$ cat config.mk
export PLATFORM = sky130hd
export DESIGN_NAME = rpn_sequencer
export DESIGN_NICKNAME = d
export VERILOG_FILES = /design/src/rtl/rpn_sequencer.sv
export SDC_FILE = /design/constraint.sdc
export NUM_CORES = 1
export LEC_CHECK = 0
export ABC_AREA = 1
export CORE_AREA = 10 10 177 162
export DETAILED_ROUTE_END_ITERATION = 7
export DIE_AREA = 0 0 187 172
export PLACE_DENSITY = 0.57
export SLEW_MARGIN = 20
export SYNTH_ARGS = -nofsm -noshare
export SYNTH_HDL_FRONTEND = slang
export SYNTH_SLANG_ARGS = --single-unit
$ cat constraint.sdc
create_clock -name clk -period 7.9 [get_ports clk]
set_input_delay 1.58 -clock clk [delete_from_list [all_inputs] [get_ports clk]]
set_output_delay 1.58 -clock clk [all_outputs]
set_load 0.005 [all_outputs]
$ cat src/rtl/rpn_sequencer.sv
// rpn_sequencer: runs RPN ops as push/pop/replace pulses on an external stack.
// Ports: clk, reset (sync, active-high); cmd_valid/cmd_ready/cmd_op/cmd_num
// command in; stk_push/stk_pop/stk_replace/stk_in_num stack control;
// stk_size/stk_top/stk_error/stk_vld stack status; done/err_code result.
// Define RPN_MUL_EN to build MUL (opcode 011); without it MUL is illegal.
module rpn_sequencer #(
  parameter int DEPTH = 512
) (
  input  logic        clk,
  input  logic        reset,
  input  logic        cmd_valid,
  output logic        cmd_ready,
  input  logic [2:0]  cmd_op,
  input  logic [31:0] cmd_num,
  output logic        stk_push,
  output logic        stk_pop,
  output logic        stk_replace,
  output logic [31:0] stk_in_num,
  input  logic [9:0]  stk_size,
  input  logic [31:0] stk_top,
  input  logic        stk_error,
  input  logic        stk_vld,
  output logic        done,
  output logic [1:0]  err_code
);

  typedef enum logic [2:0] {
    S_IDLE,
    S_ISSUE,
    S_WAIT1,
    S_WAITV,
    S_LATCHB,
    S_DONE
  } state_e;

  typedef enum logic [1:0] {
    C_NONE,
    C_PUSH,
    C_POP,
    C_REPL
  } cmd_e;

  localparam logic [2:0] OP_PUSH = 3'b000;
  localparam logic [2:0] OP_ADD  = 3'b001;
  localparam logic [2:0] OP_SUB  = 3'b010;
  localparam logic [2:0] OP_MUL  = 3'b011;
  localparam logic [2:0] OP_POP  = 3'b100;
  localparam logic [2:0] OP_DUP  = 3'b101;
  localparam logic [2:0] OP_SWAP = 3'b110;
  localparam logic [2:0] OP_NEG  = 3'b111;

  localparam logic [1:0] E_OK  = 2'b00;
  localparam logic [1:0] E_UND = 2'b01;
  localparam logic [1:0] E_OVF = 2'b10;
  localparam logic [1:0] E_ILL = 2'b11;

  state_e      state_q, state_d;
  logic [1:0]  step_q, step_d;
  logic [2:0]  op_q, op_d;
  logic [31:0] num_q, num_d;
  logic [31:0] a_q, a_d;
  logic [31:0] b_q, b_d;
  logic [1:0]  err_q, err_d;

  logic        accept;
  logic        full;
  logic [1:0]  chk_err;
  logic [1:0]  n_steps;
  cmd_e        step_cmd;
  cmd_e        cmd;
  logic [31:0] step_val;

  assign cmd_ready = !reset && (state_q == S_IDLE) && stk_vld;
  assign accept    = cmd_valid && cmd_ready;
  assign full      = ({22'd0, stk_size} == 32'(DEPTH));

  // Precheck on the live stack status in the acceptance cycle.
  always_comb begin
    chk_err = E_OK;
    case (cmd_op)
      OP_PUSH: if (full) chk_err = E_OVF;
      OP_POP, OP_NEG:
        if (stk_size == 10'd0) chk_err = E_UND;
      OP_DUP:
        if (stk_size == 10'd0) chk_err = E_UND;
        else if (full) chk_err = E_OVF;
`ifdef RPN_MUL_EN
      OP_ADD, OP_SUB, OP_MUL, OP_SWAP:
        if (stk_size < 10'd2) chk_err = E_UND;
`else
      OP_MUL: chk_err = E_ILL;
      OP_ADD, OP_SUB, OP_SWAP:
        if (stk_size < 10'd2) chk_err = E_UND;
`endif
      default: chk_err = E_ILL;
    endcase
  end

  // Number of stack commands each op needs.
  always_comb begin
    n_steps = 2'd1;
    case (op_q)
      OP_ADD, OP_SUB, OP_MUL: n_steps = 2'd2;
      OP_SWAP:                n_steps = 2'd3;
      default:                n_steps = 2'd1;
    endcase
  end

  // Command and operand for the current step.
  always_comb begin
    step_cmd = C_NONE;
    step_val = '0;
    case (step_q)
      2'd0: begin
        case (op_q)
          OP_PUSH: begin
            step_cmd = C_PUSH;
            step_val = num_q;
          end
          OP_POP: step_cmd = C_POP;
          OP_DUP: begin
            step_cmd = C_PUSH;
            step_val = a_q;
          end
          OP_NEG: begin
            step_cmd = C_REPL;
            step_val = 32'd0 - a_q;
          end
          default: step_cmd = C_POP;
        endcase
      end
      2'd1: begin
        step_cmd = C_REPL;
        case (op_q)
          OP_ADD: step_val = b_q + a_q;
          OP_SUB: step_val = b_q - a_q;
`ifdef RPN_MUL_EN
          OP_MUL: step_val = b_q * a_q;
`endif
          // SWAP: old top goes into the deeper slot
          default: step_val = a_q;
        endcase
      end
      2'd2: begin
        step_cmd = C_PUSH;
        step_val = b_q;
      end
      default: step_cmd = C_NONE;
    endcase
  end

  always_comb begin
    state_d = state_q;
    step_d  = step_q;
    op_d    = op_q;
    num_d   = num_q;
    a_d     = a_q;
    b_d     = b_q;
    err_d   = err_q;
    cmd     = C_NONE;
    case (state_q)
      S_IDLE: begin
        if (accept) begin
          op_d    = cmd_op;
          num_d   = cmd_num;
          a_d     = stk_top;
          step_d  = 2'd0;
          err_d   = chk_err;
          state_d = (chk_err == E_OK) ? S_ISSUE : S_DONE;
        end
      end
      S_ISSUE: begin
        if (stk_vld) begin
          cmd     = step_cmd;
          step_d  = step_q + 2'd1;
          state_d = S_WAIT1;
        end
      end
      S_WAIT1: state_d = S_WAITV;
      S_WAITV: begin
        if (stk_vld) begin
          if (step_q == n_steps) begin
            state_d = S_DONE;
            if (stk_error) err_d = E_ILL;
          end else if (step_q == 2'd1) begin
            state_d = S_LATCHB;
          end else begin
            state_d = S_ISSUE;
          end
        end
      end
      S_LATCHB: begin
        b_d     = stk_top;
        state_d = S_ISSUE;
      end
      S_DONE:  state_d = S_IDLE;
      default: state_d = S_IDLE;
    endcase
  end

  always_ff @(posedge clk) begin
    if (reset) begin
      state_q <= S_IDLE;
      step_q  <= 2'd0;
      op_q    <= OP_PUSH;
      num_q   <= '0;
      a_q     <= '0;
      b_q     <= '0;
      err_q   <= E_OK;
    end else begin
      state_q <= state_d;
      step_q  <= step_d;
      op_q    <= op_d;
      num_q   <= num_d;
      a_q     <= a_d;
      b_q     <= b_d;
      err_q   <= err_d;
    end
  end

  assign stk_push    = !reset && (cmd == C_PUSH);
  assign stk_pop     = !reset && (cmd == C_POP);
  assign stk_replace = !reset && (cmd == C_REPL);
  assign stk_in_num  = step_val;
  assign done        = !reset && (state_q == S_DONE);
  assign err_code    = err_q;

endmodule

Fig. 1: wiring heat map
(2 px per um) 37 x 34 tiles, from dark purple (low) to yellow (high), scaled to the fullest tile. Values are wire area over tile area, all layers added.
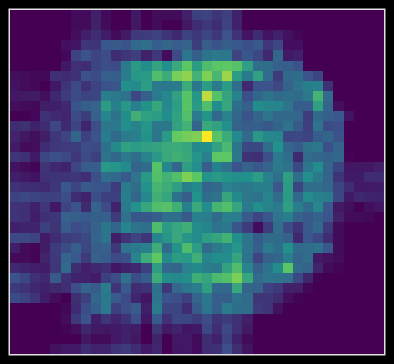
12% of the tiles are over half the peak. The emptiest ninth of the die: bottom right. The fullest tile reaches 0.82. The densest ninth of the die: middle. The mean over all tiles is 0.19. 23% of the tiles are nearly empty.

Fig. 2: a small window of the routed layout
Window x 68 to 118, y 95 to 145 um. Cells in gray, sequential cells in the stronger gray; small squares are vias.
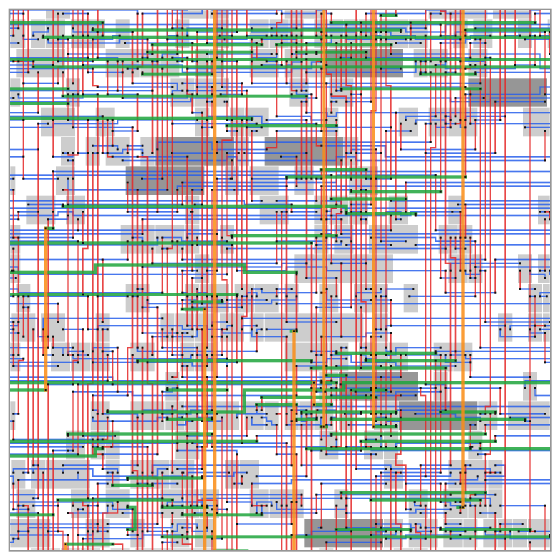
Key: metal 1 = blue; metal 2 = red; metal 3 = green; metal 4 = orange
Sequential cells in the window: 8. Netlist names of flops here include `a_q` (6), `b_q` (2). Most frequent: nand2_1 (43), a21oi_1 (29), nor2_1 (25). 198 logic cells have their middle in the window.

Fig. 3: sizing map
(1.5 px per um)
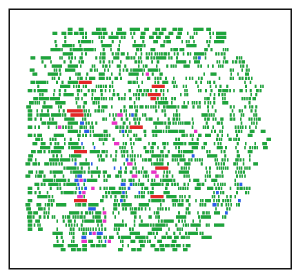
Key: _2 cells = blue [cells 36, share 2.4%, most used inv_2]; _6 and larger = red [cells 11, share 0.73%, most used clkbuf_16]; _3 and _4 cells = magenta [cells 19, share 1.3%, most used buf_4]; _0 and _1 cells = green [cells 1439, share 96%, most used nand2_1]
number of non-clock buffers: 129
final worst setup slack: 1.55 ns
area grow syn2layout: 20.5%

==> CHANGELOG.md <==
## Implementation

* Setup Fix Bufs, Post-CTS at 0
* Setup crit start: op_q[2]$_SDFFE_PP0P_
* FF-to-FF Start: state_q[0]$_SDFFE_PP0P_
* Largest area contributor in the netlist: dfxtp_1
* Final ANT Viol Nets at 0
* FF-to-FF End: a_q[16]$_SDFFE_PP0P_
* Max_slew headroom at 0.306
* Hold Crit Endpoint: num_q[31]$_SDFFE_PP0P_
* Worst R2R Path Depth at 7
* Leakage dissipation at 4.27 nW
* Netlist cell types at 46
* Fraction of registers with async set/reset at 0
* Crit path cell chain: nor3_2 -> buf_4 -> inv_2 -> o21ai_0 -> fa_1 -> inv_1 -> nand3_1 -> nand2_1 -> a21boi_1 -> o21ai_1 -> nand3b_1 -> nand2_1 -> nand2_1 -> nand3_1 -> nand2_1 -> a21oi_1 -> clkdlybuf4s50_1
* Die area at between 30000 and 40000 sq um
* Fin util at 0.416
* Fin crit share at 0.804
* Clk sinks at about 110
* DR pass1 iterations at 6
* GPL Wtd Cong at 1.00
* # placed instances at 1831
* Top cells by area: dfxtp_1 (25%), nand2_1 (12%), a21oi_1 (9.1%)
* # setup viols final at 0
* Initial antenna violation count at 0
* Seq share, synth at 0.247
* Max-slew violations at 0
* Status: finished clean
* Pwr Total at about 2.7 mW
* Max-Cap Viols at 0
* DP HPWL at 28600 um
* Fin nets at 1619
* Slew at the pin closest to its max-slew limit at 1.04 ns
* Nature of the critical path endpoint: output port
* Synth flops at roughly 110
* Worst path max stage delay at approximately 0.58 ns
* Top-count cell post-synth: nand2_1
* Post-synth top flop: dfxtp_1
* Highest clock rate at about 160 MHz
* Fin crit period at 6.35 ns
* Starting Density at 0.345
* Final TNS setup at 0 ns
* Cell Area, Placed at a little over 10000 sq um
* Top Family by Delay on Critical Path: buffers and inverters
* Vias in the first global route at 9382
* Layout cells sized above 1 at 0.0439
* Worst Min Path Start: num_q[31]$_SDFFE_PP0P_
* Post-synth EDFFs at 0
* R2R setup slack at 5.42 ns
* WP buf/inv at 4
* DP Worst Slack at 2.00 ns
* Worst EP arrival at between 4 and 5 ns
* Startpoint types: register
* CTS tree: built
* Root buf cell: clkbuf_16
* Number of port buffers at 120
* Worst setup path endpoint: stk_in_num[30]
* Avg WL per Cell at between 20 and 25 um
* Via count at slightly above 10000
* Fin area at 10400 sq um
* WHS at 0.463 ns
* Drt via density at 5.50
* Initial drt markers at 1391
* Residual DRC at 0
* Total track usage at 0.223
* Levels on crit path at 17
* Critical path peak fanout at 46
* Diodes inserted at 0
* Yosys Instances at 1421
* Clock Skew at 0.00692 ns
* Hold/Removal Path Class: reg2reg
* Mean cell area of the mapped netlist at between 6 and 7 sq um
* Hold path depth at 2
* Syn Nets at roughly 1500
* Synth warnings at 0
* Post-cts hold-fix buffer tally at 0
* Max-area cell share at 0.247
* Num CTS Buffers at 9
* Mapped cell area at 8600 sq um
* Synth top cells by count: nand2_1 (282), nor2_1 (161), a21oi_1 (157), inv_1 (154), o21ai_0 (154)
* Clk_lat worst skew at 0.36 ns
* Syn Inst Count at 1421
Fig. 4: PDN straps and rails
(2 px per um) Pins as bars on the die edge.
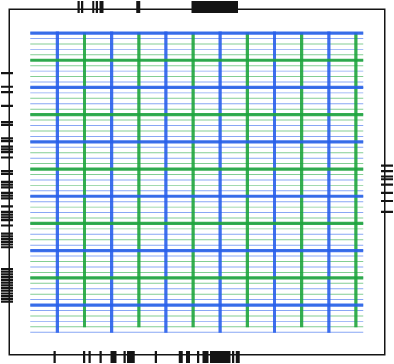
Key: VDD = green; VSS = blue
The core has 55 rows. 11 straps on met5. 121 signal pins sit on the boundary. 12 straps on met4. 56 met1 rails follow the rows.
Core Region: 24900 sq um
die y size: 172 um
Peak VDD IR: 110 uV
Die W: 187 um

Fig. 5: placement view
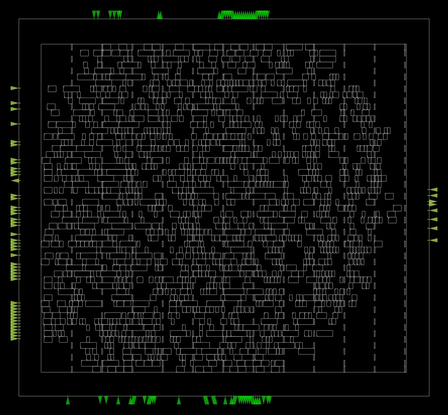
row count: 55
fillcell total: 2804

registers in the layout (all words and copies together), names as in the netlist:
name      count
a_q          32
b_q          32
err_code      2
num_q        32
op_q          3
state_q       3
step_q        2
metal layers:
| layer | track usage | vias to the layer above | routed length [um] |
|---|---|---|---|
| met5 | 0 | - | 0 |
| met4 | 0.0557 | 0 | 563 |
| met3 | 0.0366 | 29 | 3350 |
| met2 | 0.332 | 479 | 15500 |
| met1 | 0.324 | 4705 | 17700 |
| li1 | - | 4952 | - |
kinds of logic after synthesis:
logic type | count (synthesis) | share of synthesized area
xor+xnor | 18 | 0.0183
buf+inv | 225 | 0.100
compound gates | 425 | 0.274
fa+ha+maj | 37 | 0.0547
simple gates | 610 | 0.305
flops | 106 | 0.247
layout by cell type, fill, tap and decap left out, drive strengths merged:
master           n
o22ai            9
bufinv           1
clkbuf          10
and2             2
o211ai          14
buf              9
a22oi            6
clkdlybuf4s50  120
inv            163
o21bai           5
a21boi          11
o41ai            1
dfxtp          106
a21oi          159
a211oi           3
nand4           17
clkinvlp         2
nand3b           4
nand3           95
o311ai           1
nand2          288
clkinv           4
a21o             1
o21a             6
o221ai          16
nor3            23
o21ai          171
nor4             2
nor2           173
ha              36
nor2b            1
or2              5
xor2            18
a31oi           22
fa               1
power breakdown:
group	internal, mW	leakage [nW]	switching, mW
clock network	0.248	0.140	0.222
logic	0.496	3.27	1.05
registers	0.597	0.863	0.0581
total	1.34	4.27	1.33
area by class of cell:
type | instances | area [sq um] | area share
multi-input cells | 1090 | 5630 | 0.543
inverters | 164 | 616 | 0.0594
repair buffers | 129 | 1270 | 0.123
flip-flops and latches | 106 | 2120 | 0.205
clock buffers | 10 | 229 | 0.0221
clock inverters | 6 | 66.3 | 0.00640
well taps | 342 | 428 | 0.0413
Power and IR drop assume default switching activity.
